File: config.mk
export PLATFORM = sky130hd
export DESIGN_NAME = demux2_stream
export DESIGN_NICKNAME = d
export VERILOG_FILES = /design/src/rtl/demux2_pkg.sv /design/src/rtl/fifo_1r1w.sv /design/src/rtl/demux2_stream.sv
export SDC_FILE = /design/constraint.sdc
export NUM_CORES = 1
export LEC_CHECK = 0
export CORE_MARGIN = 3
export CORE_UTILIZATION = 55
export CTS_BUF_LIST = sky130_fd_sc_hd__clkbuf_4 sky130_fd_sc_hd__clkbuf_8
export DETAILED_ROUTE_END_ITERATION = 10
export PLACE_DENSITY = 0.82
export SETUP_SLACK_MARGIN = 0.5
export SYNTH_ARGS = -nofsm -noshare
export SYNTH_HDL_FRONTEND = slang
export SYNTH_SLANG_ARGS = --single-unit
File: constraint.sdc
create_clock -name clk_i -period 5.05 [get_ports clk_i]
set_input_delay 1.515 -clock clk_i [delete_from_list [all_inputs] [get_ports clk_i]]
set_output_delay 1.515 -clock clk_i [all_outputs]
set_load 0.02 [all_outputs]
File: src/rtl/demux2_pkg.sv
// Shared types and helpers for the two-way stream demultiplexer.
package demux2_pkg;

    // Destination of an incoming beat.
    typedef enum logic {
        SEL_A = 1'b0,
        SEL_B = 1'b1
    } sel_e;

    // Index width of a FIFO holding 'depth' entries (depth is a power of 2).
    function automatic int ptr_width(input int depth);
        return $clog2(depth);
    endfunction

endpackage

File: src/rtl/fifo_1r1w.sv
// Single-read single-write FIFO with registered head and no bypass path.
// Pointers carry one extra MSB so full and empty can be told apart.
module fifo_1r1w
    import demux2_pkg::*;
#(
    parameter int width_p = 8,
    parameter int depth_p = 2
) (
    input  logic               clk_i,
    input  logic               reset_i,
    input  logic               push_i,
    input  logic [width_p-1:0] data_i,
    input  logic               pop_i,
    output logic [width_p-1:0] data_o,
    output logic               full_o,
    output logic               empty_o
);

    localparam int PtrW = ptr_width(depth_p);
    localparam logic [PtrW:0] PtrOne = (PtrW+1)'(1);

    logic [width_p-1:0] r_mem [depth_p];
    logic [PtrW:0]      r_wrPtr;
    logic [PtrW:0]      r_rdPtr;
    logic [PtrW:0]      w_count;

    assign empty_o = (r_wrPtr == r_rdPtr);
    assign full_o  = (r_wrPtr[PtrW] != r_rdPtr[PtrW]) &&
                     (r_wrPtr[PtrW-1:0] == r_rdPtr[PtrW-1:0]);
    assign data_o  = r_mem[r_rdPtr[PtrW-1:0]];
    assign w_count = r_wrPtr - r_rdPtr;

    // Storage write; cleared on reset so the head reads zero while flushed.
    always_ff @(posedge clk_i or posedge reset_i) begin
        if (reset_i) begin
            for (int i = 0; i < depth_p; i++) begin
                r_mem[i] <= '0;
            end
        end else if (push_i) begin
            r_mem[r_wrPtr[PtrW-1:0]] <= data_i;
        end
    end

    // Pointer advance; push and pop in the same cycle leave occupancy unchanged.
    always_ff @(posedge clk_i or posedge reset_i) begin
        if (reset_i) begin
            r_wrPtr <= '0;
            r_rdPtr <= '0;
        end else begin
            if (push_i) begin
                r_wrPtr <= r_wrPtr + PtrOne;
            end
            if (pop_i) begin
                r_rdPtr <= r_rdPtr + PtrOne;
            end
        end
    end

    // Occupancy never exceeds the number of entries.
    assert property (@(posedge clk_i) disable iff (reset_i)
        int'(w_count) <= depth_p);

    // The steering logic must never push into a full FIFO.
    assert property (@(posedge clk_i) disable iff (reset_i)
        !(push_i && full_o));

    // The steering logic must never pop an empty FIFO.
    assert property (@(posedge clk_i) disable iff (reset_i)
        !(pop_i && empty_o));

    // A held head stays put until popped (an intervening flush is allowed).
    assert property (@(posedge clk_i) disable iff (reset_i)
        (!empty_o && !pop_i) |=> (empty_o || data_o == $past(data_o)));

endmodule

File: src/rtl/demux2_stream.sv
// 1-to-2 stream demultiplexer: each accepted beat goes to the FIFO picked
// by select_i, so a stalled consumer only blocks beats aimed at its side.
module demux2_stream
    import demux2_pkg::*;
#(
    parameter int width_p = 8,
    parameter int depth_p = 2
) (
    input  logic               clk_i,
    input  logic               reset_i,
    input  logic               valid_i,
    output logic               ready_o,
    input  logic [width_p-1:0] data_i,
    input  logic               select_i,
    output logic               valid_a_o,
    input  logic               ready_a_i,
    output logic [width_p-1:0] data_a_o,
    output logic               valid_b_o,
    input  logic               ready_b_i,
    output logic [width_p-1:0] data_b_o
);

    sel_e w_sel;
    logic w_fullA;
    logic w_fullB;
    logic w_emptyA;
    logic w_emptyB;
    logic w_pushA;
    logic w_pushB;
    logic w_popA;
    logic w_popB;

    assign w_sel   = sel_e'(select_i);

    // Full flags are registered, so ready only looks at the targeted side;
    // a pop on a full side does not free a slot in the same cycle.
    assign ready_o = ~reset_i & ((w_sel == SEL_B) ? ~w_fullB : ~w_fullA);

    assign valid_a_o = ~w_emptyA;
    assign valid_b_o = ~w_emptyB;
    assign w_popA    = ready_a_i & ~w_emptyA;
    assign w_popB    = ready_b_i & ~w_emptyB;

    // Steer an accepted beat into exactly one FIFO; the other stays untouched.
    always_comb begin
        w_pushA = 1'b0;
        w_pushB = 1'b0;
        if (valid_i && ready_o) begin
            if (w_sel == SEL_B) begin
                w_pushB = 1'b1;
            end else begin
                w_pushA = 1'b1;
            end
        end
    end

    fifo_1r1w #(
        .width_p (width_p),
        .depth_p (depth_p)
    ) u_fifoA (
        .clk_i   (clk_i),
        .reset_i (reset_i),
        .push_i  (w_pushA),
        .data_i  (data_i),
        .pop_i   (w_popA),
        .data_o  (data_a_o),
        .full_o  (w_fullA),
        .empty_o (w_emptyA)
    );

    fifo_1r1w #(
        .width_p (width_p),
        .depth_p (depth_p)
    ) u_fifoB (
        .clk_i   (clk_i),
        .reset_i (reset_i),
        .push_i  (w_pushB),
        .data_i  (data_i),
        .pop_i   (w_popB),
        .data_o  (data_b_o),
        .full_o  (w_fullB),
        .empty_o (w_emptyB)
    );

endmodule

==> images/met1.png <==
Scale bar: 20 um. Cells faint in the background.
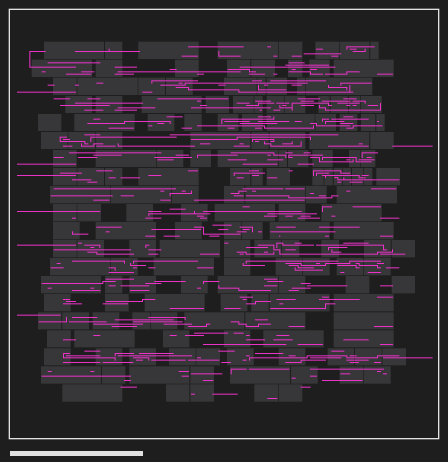
The longest straight run is 25.3 um. The wires run mostly horizontal. The layer holds 42% of the routed length. The layer carries 1540 um of wire.

==> images/zoom.png <==
Scale bar: 5 um. Region (38, 38) to (58, 58) um. Cells in gray, sequential cells in the stronger gray; small squares are vias.
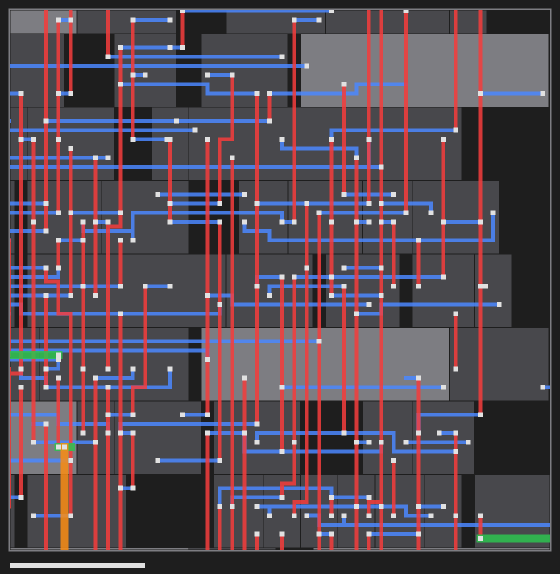
Green is met3. Red is met2. Blue is met1. Orange is met4.
Sequential cells in the window: 2. 34 logic cells have their middle in the window. Netlist names of flops here include `u_fifoA.r_wrPtr` (2). Most frequent: o21ai_0 (4), clkdlybuf4s50_1 (4), nand2_1 (3).

==> images/metal_stack.png <==
Scale bar: 20 um. Only two layers are drawn.
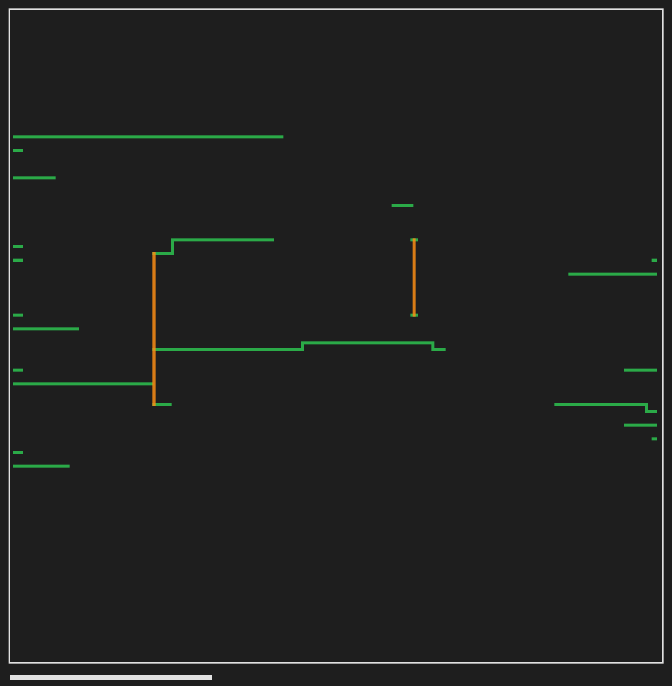
Orange is met4, wire length 22.4 um. Green is met3, wire length 132 um.

==> images/final_congestion.png <==
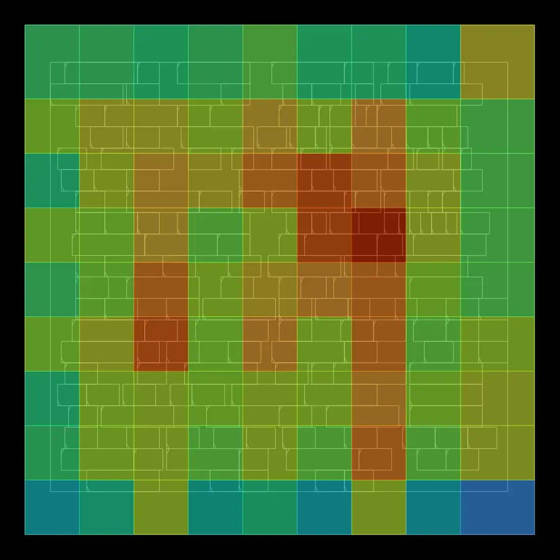
total global-route track usage: 19.0%
grt met2 use: 34.8%
Post-Route Utilization: 73.3%

==> images/wire_density.png <==
13 x 13 tiles, from white (low) to dark blue (high), scaled to the fullest tile. Values are wire area over tile area, all layers added.
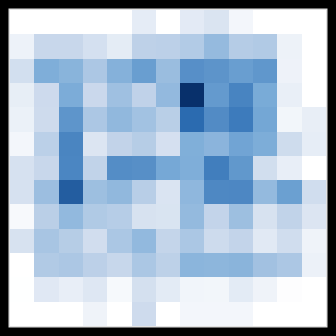
The mean over all tiles is 0.13. The densest ninth of the die: middle. 15% of the tiles are nearly empty. 15% of the tiles are over half the peak. The fullest tile reaches 0.49.

==> GITHUB_STEP_SUMMARY <==
### Flow metrics

| Metric | Value |
|---|---|
| Reg clk slew, reported paths | 0.10 ns |
| Syn nets | 148 |
| DRT iter0 DRCs | 48 |
| Post-DRT Antenna Nets | 0 |
| Area grow syn2layout | 22.5% |
| MUX area fraction | 28.6% |
| Synth top cell by count | mux2_2 |
| Max incr delay on CP | 0.58 ns |
| Post-synth top cells | mux2_2 (48), dfrtp_1 (40), xnor2_1 (6), xor2_1 (6), o21ai_0 (5) |
| Fraction of area in registers | 43.3% |
| Router iterations before antenna repair | 4 |
| Cells resized by post-CTS repair | 1 |
| Core area | 3150 um2 |
| Ant diodes | 0 |
| Comb/total area | 36.5% |
| Max-cap viol count | 0 |
| WL met2 | 1.94 mm |
| Multi-input gate area | 843 um2 |
| Final-layout clock-cell area share | 2.87% |
| Vias in the first global route | 1336 |
| Synth Area in Compound Gates | 7.36% |
| Yosys reg bits | 40 |
| Period utilization | 85.7% |
| Comb power frac | 51.4% |
| R2R Path Start | u_fifoB.r_rdPtr[0] |
| Hold buffer count at cts | 0 |
| Worst IR Drop VDD | 0.368 mV |
| Post-DP Area | 2250 um2 |
| Non-clock buffer count | 34 |
| Initial antenna violation count | 0 |
| Post-synth area from yosys stat | 1890 um2 |
| Critical path destination | ready_o |
| Grt ovf | 0 |
| Post-synthesis xor/xnor area fraction | 5.57% |
| Number of enable flip-flop cells | 0 |
| Global-route wire length before repair | 6.09 mm |
| Cells after synthesis | 134 |
| Power per cell area | 710 nW/um2 |
| Count of pins over their slew limit | 0 |
| Worst slew pin tran | 1.06 ns |
| Cells after DPL | 207 |
| Buffers on Ports | 32 |
| CP Depth | 4 |
| CP Max Fanout | 6 |
| RSZ-0062 raised after global routing | false |
| Die W | 64.6 um |
| Synth Cell Area | 1890 um2 |
| TAP cells | 44 |
| Clock sink count | 40 |
| Crit. End Element | primary output |
| Share of layout cells above drive strength 1 | 37.4% |
| R2R Setup Slk | 2.90 ns |
| Residual DRC | 0 |
| Pwr Total | 1.64 mW |
| Met1 GRT Util | 22.2% |
| CTS Buffer Depth | 2 |
| Final net count | 184 |
| Number of fill cells in the layout | 239 |
| DR WL/cell | 16.9 um |
| Worst hold path startpoint | u_fifoA.r_mem[10] |
| Asr flop ratio synth | 100% |
| Final Setup Violations | 0 |
| Yosys Warn Count | 0 |
| Synth area leader | dfrtp_1 |
| Top Usage Layer GRT | met2 |
| Slowest cell on the critical path | clkdlybuf4s50_1 |
| CP bufs+invs | 2 |
| Via/cell ratio | 5.54 |
| Final Instance Area | 2310 um2 |
| CP Launch Point | select_i |
| Top pwr grp | combinational cells |
| Total number of vias | 1192 |
| Status | complete, no violations |
| Detail Placement HPWL | 2.62 mm |
| Slew headroom | 29.4% |
| Peak Freq | 0.231 GHz |
| Flop count | 40 |
| Dominant register cell | dfrtp_1 |
| Cell internal pwr | 1.02 mW |
| Sequential area share after synthesis | 53.1% |
| Yosys cell count | 134 |
| WL final | 3.63 mm |
| Psw | 0.619 mW |
| FF-to-FF End | u_fifoB.r_mem[5] |
| Startpoint Class | primary input |
| Hold Path Class | reg2reg |
| Placer Congestion | 0.762 |
| Worst setup path category | in2out |
| Most numerous logic cells after layout | mux2_2 (48), dfrtp_1 (40), clkdlybuf4s50_1 (31), clkbuf_4 (7) |
| Core Rows | 20 |
| Top cell category | sequential cells |
| Avg Cell Area, Syn | 14.1 um2 |
| CTS tree | done |
| Simple share | 3.12% |
| Worst-Skew Late Latency | 0.34 ns |
| Number of setup buffers added after CTS | 0 |
| Core Util at FP | 59.8% |
| Die Size | 4170 um2 |
| Seq. pwr | 0.623 mW |
| CTS buffer count | 5 |
| Net Sw Frac | 37.8% |
| Worst EP required | 3.54 ns |
| Hold EP | u_fifoA.r_mem[10] |
| Total Neg Setup Slack | 0 ns |
| CTS H-tree depth | 2 |
| Fin cells | 215 |
| Combinational power | 0.843 mW |
Power is estimated from default activity; no workload was simulated.
